### The metal 1 layer, run 1

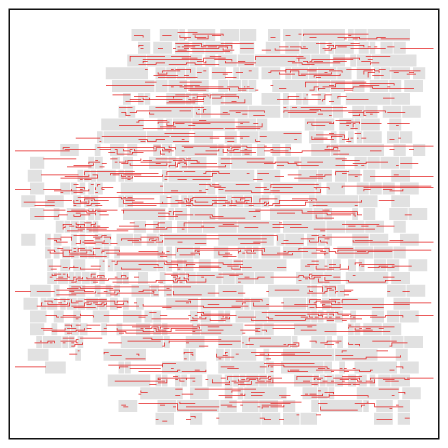
### Metal 3, run 1

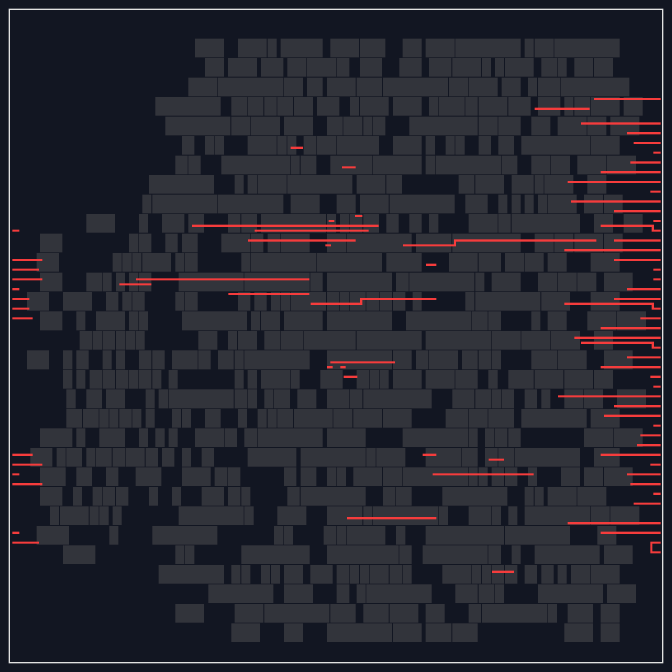
### M4 wires, run 1

Scale bar: 20 um.
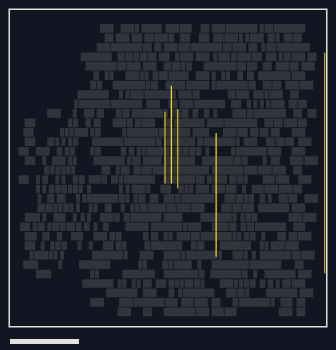
**src/rtl/alu_ctrl_gen.sv**
```systemverilog
// rtl/alu_ctrl_gen.sv - MIPS instruction to ALU control decoder with 2-entry skid buffer
module alu_ctrl_gen #(
    parameter int CNT_W = 8
) (
    input  logic             clk,
    input  logic             rst_n,
    input  logic             Flush,
    input  logic             In_Valid,
    output logic             In_Ready,
    input  logic [31:0]      Instruction,
    output logic             Out_Valid,
    input  logic             Out_Ready,
    output logic [3:0]       ALUctrl,
    output logic [4:0]       Inst_10_6,
    output logic             Alu_Src,
    output logic [31:0]      Imm_Ext,
    output logic             Illegal,
    output logic [CNT_W-1:0] Illegal_Count
);

    localparam logic [3:0] OP_AND = 4'b0000;
    localparam logic [3:0] OP_OR  = 4'b0001;
    localparam logic [3:0] OP_ADD = 4'b0010;
    localparam logic [3:0] OP_XOR = 4'b0011;
    localparam logic [3:0] OP_SLL = 4'b0100;
    localparam logic [3:0] OP_SUB = 4'b0110;
    localparam logic [3:0] OP_SLT = 4'b0111;
    localparam logic [3:0] OP_SRL = 4'b1000;
    localparam logic [3:0] OP_SRA = 4'b1001;
    localparam logic [3:0] OP_LUI = 4'b1010;
    localparam logic [3:0] OP_NOR = 4'b1100;

    localparam logic [1:0] ST_EMPTY = 2'd0;
    localparam logic [1:0] ST_ONE   = 2'd1;
    localparam logic [1:0] ST_FULL  = 2'd2;

    typedef struct packed {
        logic        illegal;
        logic        alu_src;
        logic [3:0]  op;
        logic [4:0]  shamt;
        logic [31:0] imm;
    } entry_t;

    localparam entry_t RST_ENTRY = '{illegal: 1'b0, alu_src: 1'b0, op: OP_ADD,
                                     shamt: 5'd0, imm: 32'd0};

    logic [1:0] state;
    entry_t     head;
    entry_t     skid;
    entry_t     dec;
    logic [5:0] opcode;
    logic [5:0] funct;
    logic [31:0] sext;
    logic [31:0] zext;
    logic       accept;
    logic       deliver;
    logic       unused_fields;

    assign opcode        = Instruction[31:26];
    assign funct         = Instruction[5:0];
    assign sext          = {{16{Instruction[15]}}, Instruction[15:0]};
    assign zext          = {16'd0, Instruction[15:0]};
    assign unused_fields = ^Instruction[25:16];

    // Unsupported encodings fall through with ADD and register operand B.
    always_comb begin
        dec.illegal = 1'b0;
        dec.alu_src = 1'b0;
        dec.op      = OP_ADD;
        dec.shamt   = Instruction[10:6];
        dec.imm     = sext;
        case (opcode)
            6'h00: begin
                case (funct)
                    6'h20, 6'h21: dec.op = OP_ADD;
                    6'h22, 6'h23: dec.op = OP_SUB;
                    6'h24:        dec.op = OP_AND;
                    6'h25:        dec.op = OP_OR;
                    6'h26:        dec.op = OP_XOR;
                    6'h27:        dec.op = OP_NOR;
                    6'h2A:        dec.op = OP_SLT;
                    6'h00:        dec.op = OP_SLL;
                    6'h02:        dec.op = OP_SRL;
                    6'h03:        dec.op = OP_SRA;
                    default:      dec.illegal = 1'b1;
                endcase
            end
            6'h08, 6'h09, 6'h23, 6'h2B: dec.alu_src = 1'b1;
            6'h0A: begin
                dec.alu_src = 1'b1;
                dec.op      = OP_SLT;
            end
            6'h0C: begin
                dec.alu_src = 1'b1;
                dec.op      = OP_AND;
                dec.imm     = zext;
            end
            6'h0D: begin
                dec.alu_src = 1'b1;
                dec.op      = OP_OR;
                dec.imm     = zext;
            end
            6'h0E: begin
                dec.alu_src = 1'b1;
                dec.op      = OP_XOR;
                dec.imm     = zext;
            end
            6'h0F: begin
                dec.alu_src = 1'b1;
                dec.op      = OP_LUI;
                dec.imm     = zext;
            end
            6'h04, 6'h05: dec.op = OP_SUB;
            default:      dec.illegal = 1'b1;
        endcase
    end

    assign In_Ready  = (state != ST_FULL);
    assign Out_Valid = (state != ST_EMPTY);
    assign accept    = In_Valid && In_Ready;
    assign deliver   = Out_Valid && Out_Ready;

    assign ALUctrl   = head.op;
    assign Inst_10_6 = head.shamt;
    assign Alu_Src   = head.alu_src;
    assign Imm_Ext   = head.imm;
    assign Illegal   = head.illegal;

    // head drives the outputs directly; skid only fills when the consumer stalls.
    always_ff @(posedge clk or negedge rst_n) begin
        if (!rst_n) begin
            state <= ST_EMPTY;
            head  <= RST_ENTRY;
            skid  <= '0;
        end else if (Flush) begin
            state <= ST_EMPTY;
        end else begin
            case (state)
                ST_EMPTY: begin
                    if (accept) begin
                        head  <= dec;
                        state <= ST_ONE;
                    end
                end
                ST_ONE: begin
                    if (accept && deliver) begin
                        head <= dec;
                    end else if (accept) begin
                        skid  <= dec;
                        state <= ST_FULL;
                    end else if (deliver) begin
                        state <= ST_EMPTY;
                    end
                end
                ST_FULL: begin
                    if (deliver) begin
                        head  <= skid;
                        state <= ST_ONE;
                    end
                end
                default: state <= ST_EMPTY;
            endcase
        end
    end

    always_ff @(posedge clk or negedge rst_n) begin
        if (!rst_n) begin
            Illegal_Count <= '0;
        end else if (deliver && !Flush && head.illegal && !(&Illegal_Count)) begin
            Illegal_Count <= Illegal_Count + CNT_W'(1);
        end
    end

endmodule

```
**config.mk**
```make
export PLATFORM = sky130hd
export DESIGN_NAME = alu_ctrl_gen
export DESIGN_NICKNAME = d
export VERILOG_FILES = /design/src/rtl/alu_ctrl_gen.sv
export SDC_FILE = /design/constraint.sdc
export NUM_CORES = 1
export LEC_CHECK = 0
export ABC_AREA = 1
export ABC_CLOCK_PERIOD_IN_PS = 1800
export CAP_MARGIN = 5
export CORE_MARGIN = 2
export CORE_UTILIZATION = 40
export DETAILED_ROUTE_END_ITERATION = 7
export GPL_TIMING_DRIVEN = 0
export MAX_ROUTING_LAYER = met4
export PLACE_DENSITY = 0.69
export SETUP_SLACK_MARGIN = 0.5
export SLEW_MARGIN = 20
export SYNTH_ARGS = -nofsm -noshare
export SYNTH_HDL_FRONTEND = slang
export SYNTH_SLANG_ARGS = --single-unit
```
**constraint.sdc**
```tcl
create_clock -name clk -period 1.8 [get_ports clk]
set_clock_uncertainty 0.2 [all_clocks]
set_input_delay 0.36 -clock clk [delete_from_list [all_inputs] [get_ports clk]]
set_output_delay 0.36 -clock clk [all_outputs]
set_load 0.02 [all_outputs]
```
==> results_tabular.tex, run 1 <==
% Auto-generated results table
\begin{tabular}{lr}
\hline
Metric & Value \\
\hline
\multicolumn{2}{l}{\textbf{Run status}} \\
Violations in the final reports & negative hold slack \\
Run status & finished with violations \\
\multicolumn{2}{l}{\textbf{Timing}} \\
Worst hold margin & -109 ps \\
Final Hold Violation Tally & 55 \\
Setup ws final & 43.2 ps \\
Final critical path time including I/O delays and setup & 1760 ps \\
\multicolumn{2}{l}{\textbf{Die}} \\
Row count & 31 \\
Horizontal die dimension & 91.0 um \\
\multicolumn{2}{l}{\textbf{Layout}} \\
Top reg by flops & skid \\
Number of non-clock inverters & 37 \\
Non-clock buffer share & 33.1\% \\
Fraction of final layout cells with drive strength greater than 1 & 43.0\% \\
Post-route non-filler standard cell count & 631 \\
Number of non-clock buffers & 163 \\
Storage element area & 1410 um2 \\
\multicolumn{2}{l}{\textbf{Synth}} \\
Number of synthesized flops with an enable pin & 0 \\
Multiplexer share of the synthesized area & 0\% \\
Instance count of the mapped netlist & 391 \\
Post-synthesis area per instance & 7.74 um2 \\
\multicolumn{2}{l}{\textbf{Placement}} \\
Weighted congestion reported at the end of routability-driven placement & 0.906 \\
\multicolumn{2}{l}{\textbf{GRT}} \\
GRT Total Usage & 20.8\% \\
Maximum number of pins on one net before global-route repair & 57 \\
Busiest layer in global routing & met2 \\
Total grt overflow & 0 \\
\multicolumn{2}{l}{\textbf{Critical path}} \\
Critical Path Slowest Stage Cell & dfrtp\_2 \\
Cells traversed along the worst timing path & buf\_6, inv\_4, nand2\_4, nor3\_4, nand2\_2, buf\_6, clkbuf\_16, nand2\_2, o21ai\_1 \\
Critical path's top delay family & buffers and inverters \\
Data required, critical path & 1800 ps \\
\multicolumn{2}{l}{\textbf{Power}} \\
Overall Power & 6.36 mW \\
Combinational group share of total power & 54.2\% \\
\multicolumn{2}{l}{\textbf{Clock network}} \\
Sink count of the clock tree & 56 \\
\multicolumn{2}{l}{\textbf{Hold path}} \\
Path class of the lowest-slack min-delay path & in -> async \\
\multicolumn{2}{l}{\textbf{Detailed routing}} \\
Violation tally from detailed-route iteration zero & 183 \\
\hline
\end{tabular}
Notes on 'The metal 1 layer' above:
longest straight run: 25.3 um
wire length on this layer: 3840 um
share of all routed wire: 42%
main direction: horizontal
nets with wire on the layer: 494

Notes on 'Metal 3' above:
share of all routed wire: 5.4%
main direction: horizontal
nets with wire on the layer: 73
total via count in the routed design: 3118
total wire length: 9120 um
global routing usage on met3: 3.73%

Notes on 'M4 wires' above:
longest straight run: 63.2 um
nets with wire on the layer: 5
share of all routed wire: 1.9%

==> run 2, diff against run 1 <==
--- a/config.mk
+++ b/config.mk
@@ -19,3 +19,4 @@
 export SYNTH_ARGS = -nofsm -noshare
 export SYNTH_HDL_FRONTEND = slang
 export SYNTH_SLANG_ARGS = --single-unit
+export TNS_END_PERCENT = 20
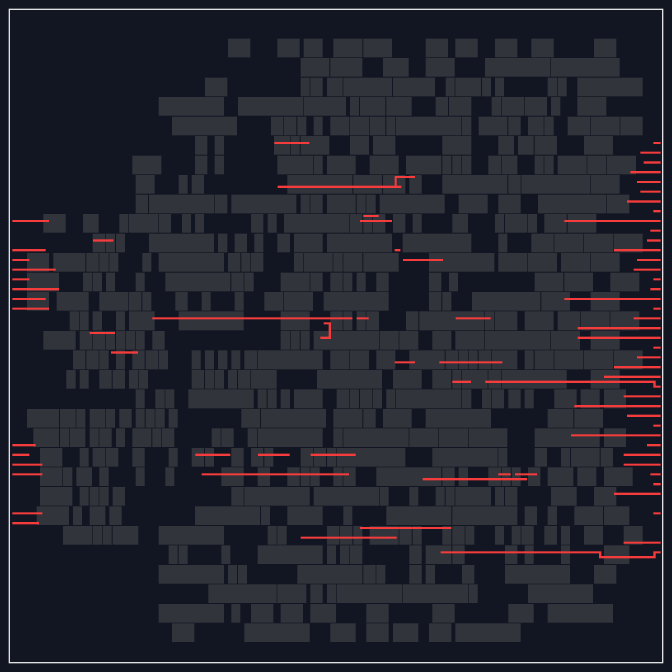
*Metal 3, run 2*
main direction: horizontal
wire length on this layer: 453 um
longest straight run: 27.6 um
nets with wire on the layer: 71
share of all routed wire: 5.6%
total via count in the routed design: 2915
global routing usage on met3: 3.65%
total wire length: 8130 um

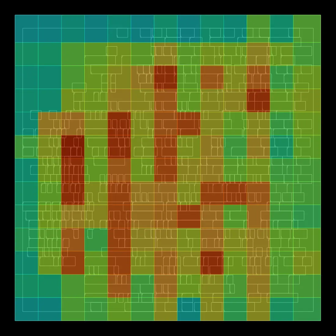
*Congestion heat map, run 2*
met1 routing resource usage after global routing: 24.8%
GRT Total Usage: 19.9%
busiest layer in global routing: met2

==> run 2 against run 1 <==
Net effect:
- die area is the same
- power is 12% lower
- the run still ends with negative hold slack left
- final area decreased by 10%
- sequential cell count unchanged
- sequential share of layout area increased by 3.2 points
- count of clock-buffer cells in the layout stayed put
- clock power is 12% lower
- register-to-register slack improved by 80 ps
- via count down 6.5%
==> results_tabular.tex, run 2 <==
% Auto-generated results table
\begin{tabular}{lr}
\hline
Metric & Value \\
\hline
\multicolumn{2}{l}{\textbf{Timing}} \\
Worst hold margin & -110 ps (-0.701 ps) \\
Final Hold Violation Tally & 55 (unchanged) \\
Final critical path time including I/O delays and setup & 1730 ps (-28.2 ps) \\
Setup ws final & 71.4 ps (+28.2 ps) \\
\multicolumn{2}{l}{\textbf{Layout}} \\
Number of non-clock inverters & 37 (unchanged) \\
Number of non-clock buffers & 132 (-19\%) \\
Storage element area & 1410 um2 (about the same) \\
Post-route non-filler standard cell count & 598 (-5.2\%) \\
Top reg by flops & skid \\
Fraction of final layout cells with drive strength greater than 1 & 24.8\% (-18 points) \\
\multicolumn{2}{l}{\textbf{Power}} \\
Combinational group share of total power & 51.4\% (-2.8 points) \\
Overall Power & 5.61 mW (-12\%) \\
\multicolumn{2}{l}{\textbf{Die}} \\
Row count & 31 (unchanged) \\
Horizontal die dimension & 91.0 um (unchanged) \\
\multicolumn{2}{l}{\textbf{Critical path}} \\
Critical Path Slowest Stage Cell & dfrtp\_2 \\
Data required, critical path & 1240 ps (-560 ps) \\
Cells traversed along the worst timing path & buf\_6, buf\_6, buf\_6 \\
\multicolumn{2}{l}{\textbf{Synth}} \\
Multiplexer share of the synthesized area & 0\% (unchanged) \\
Instance count of the mapped netlist & 391 (unchanged) \\
Number of synthesized flops with an enable pin & 0 (unchanged) \\
\multicolumn{2}{l}{\textbf{Run status}} \\
Run status & finished with violations \\
Violations in the final reports & negative hold slack \\
\multicolumn{2}{l}{\textbf{Detailed routing}} \\
Violation tally from detailed-route iteration zero & 134 (-27\%) \\
\multicolumn{2}{l}{\textbf{Placement}} \\
Weighted congestion reported at the end of routability-driven placement & 0.933 (+2.9\%) \\
\multicolumn{2}{l}{\textbf{Clock network}} \\
Sink count of the clock tree & 56 (unchanged) \\
\hline
\end{tabular}
Power figures rest on the tool's default switching activity, not on a simulated workload.
